==> config.mk <==
export PLATFORM = sky130hd
export DESIGN_NAME = fetch_queue
export DESIGN_NICKNAME = d
export VERILOG_FILES = /design/src/rtl/fetch_queue.sv
export SDC_FILE = /design/constraint.sdc
export NUM_CORES = 1
export LEC_CHECK = 0
export ABC_CLOCK_PERIOD_IN_PS = 4500
export CAP_MARGIN = 40
export CORE_MARGIN = 4
export CORE_UTILIZATION = 45
export DETAILED_ROUTE_END_ITERATION = 7
export PLACE_DENSITY = 0.68
export SLEW_MARGIN = 30
export SYNTH_ARGS = -nofsm -noshare
export SYNTH_HDL_FRONTEND = slang
export SYNTH_SLANG_ARGS = --single-unit
export TNS_END_PERCENT = 30
==> constraint.sdc <==
create_clock -name clk -period 4.5 [get_ports clk]
set_input_delay 1.125 -clock clk [delete_from_list [all_inputs] [get_ports clk]]
set_output_delay 1.125 -clock clk [all_outputs]
set_load 0.01 [all_outputs]
wires.png
The bar under the picture is 50 um long. Only two layers are drawn.
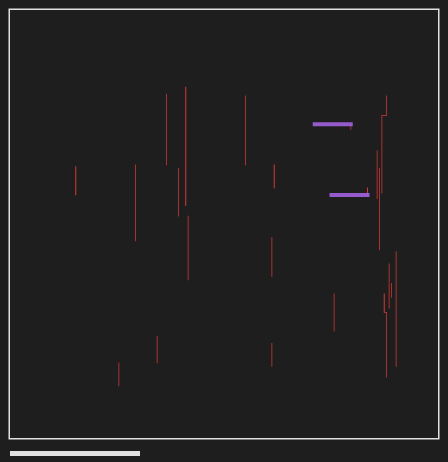
layer	color	wire length
metal 4	red	441 um
metal 5	purple	27.6 um
via count: 6091
Post-Route WL: 23400 um
Global Route Usage Sum: 0.172
wire length per cell: 20.9 um

congestion.png
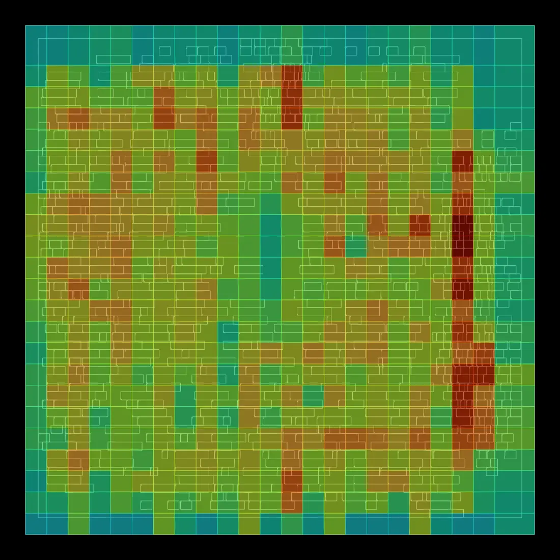
post-layout util: 0.580
M1 GR Usage: 0.229
GR Util met2: 0.285
grt peak-use layer: met2

placement_by_type.png
The bar under the picture is 50 um long.
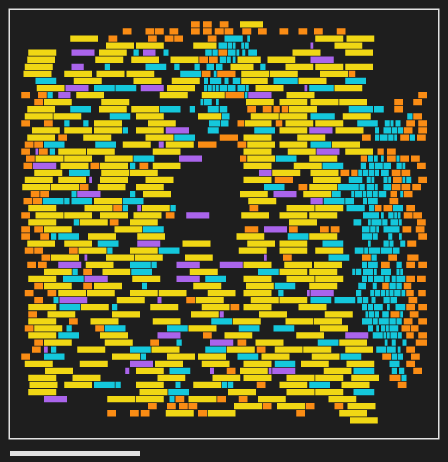
class	color	cells	share of their area
sequential cells	yellow	264	58%
clock drivers and dummy loads	purple	48	6.2%
remaining buffers and delay cells	orange	188	14%
combinational and other logic	cyan	294	22%
row count: 57
Seq/total area: 0.561
final instance area: 0.0141 mm2

logic_types.png
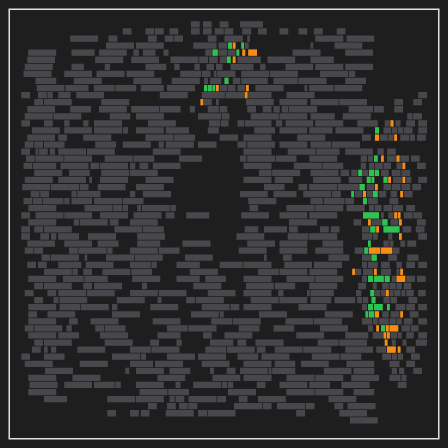
family	color	cells	most used
nor cells	orange	42	nor2_1
nand cells	green	39	nand3_1
Comb area share: 0.213
fin cells: 1118

flops_by_reg.png
The bar under the picture is 50 um long.
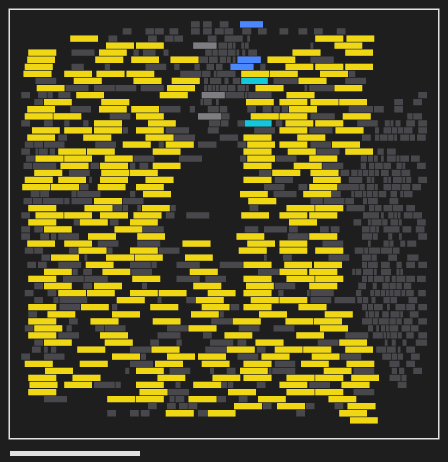
name in the netlist	color	placed flops
count	blue	3
head_q	cyan	2
mem_q	yellow	256
sequential cell power: 2.96 mW
Reg area: 0.00790 mm2

==> impl_metrics.tcl <==
# place-and-route summary
set metrics [dict create \
    status "complete, no violations" \
    yosys-top-cells-area "edfxtp_1 70%, mux4_2 12%, and2_1 4.0%" \
    ctsHtreeMaxLevel 1 \
    rsz0062_at_grt "yes" \
    placed_area_mm2 0.0131 \
    clock_power_share 0.243 \
    fin_crit_ns 4.40 \
    whs_ns 0.484 \
    clkCellAreaFrac 0.0598 \
    cts_made_buffers 26 \
    path_class "register to output pin" \
    fin_nets 849 \
    synth_area_mm2 0.0110 \
    buf_share 0.136 \
    drtPass1Iterations 7 \
    startpoint_type "register" \
    place_congestion 0.957 \
    path_max_fanout 20 \
    slowest_stage "dfrtp_4" \
    cp.depth 7 \
    die_width_um 165 \
    synth_warnings 0 \
    slew-limit-headroom 0.572 \
    ant_nets 0 \
    top_level_ports 171 \
    drv_cap 0 \
    flops 264 \
    ys_ff 264 \
    placedCellCount 1063 \
    area_dominant_class "registers" \
    p_int_mw 5.97 \
    clockRootBuffer "clkbuf_16" \
    fp_nets 668 \
    synth-edff-count 256 \
    area_delta_synth_final_pct 27.3 \
    grt_pass1_vias 6420 \
    synth_cell_type_count 42 \
    p_sw_frac 0.307 \
    num-nonclk-inverters 6 \
    portBuffers 170 \
    largest_reg_flops 256 \
    synth_cells 593 \
    lay_top_cells "256 x edfxtp_1, 162 x clkdlybuf4s50_1, 66 x and2_1" \
    drc 0 \
    power-per-cell-area_mw_per_mm2 612 \
    max_freq_ghz 0.227 \
    yosysSeqAreaShare 0.714 \
    maxSlewViolCount 0 \
    pg_comb_mw 3.55 \
    core-area_mm2 0.0242 \
    required_ns 3.38 \
    fp_util 0.455 \
    ys.flop_type "edfxtp_1" \
    setup_ws_ns 0.0972 \
    worstPathArrival_ns 3.28 \
    final_common_cell "edfxtp_1" \
    fill_cells 1843 \
    grt-ovfl-total 0 \
    hpwl_um 15000 \
    buffers 188 \
    finalClockSkew_ns 0.0131 \
    initialDrtViolationCount 482 \
    tritoncts "done" \
    clkTransAtPathRegs_ns 0.06 \
    combGateArea_mm2 0.00299 \
    vdd_ir_drop_max_uv 474 \
    diodes 0 \
]
-- cell families (layout without fill, tap and decap cells) --
family	after synthesis	after routing	share of synthesized area
DFF	264	264	0.714
and+or+nand+nor	169	169	0.0863
muxes	77	77	0.145
buffers and inverters	41	242	0.0219
AOI/OAI and AO/OA	20	20	0.0120
xor gates and xnor gates	16	16	0.0127
adders and majority gates	6	6	0.00748
-- layer usage --
layer | vias up | routed length, um | part of all wire | global-route usage
li1 | 2711 | - | - | -
met1 | 3079 | 9710 | 0.42 | 0.229
met2 | 248 | 11300 | 0.48 | 0.285
met3 | 49 | 1920 | 0.082 | 0.0437
met4 | 4 | 441 | 0.019 | 0.0427
met5 | - | 27 | 0.0012 | 0
-- repair_timing --
item	CTS	global route
hold buffers	0	0
pin swaps	3	1
buffers inserted	7	0
resized	22	9
endpoints found under the setup margin	16	9
Power and IR drop assume default switching activity.
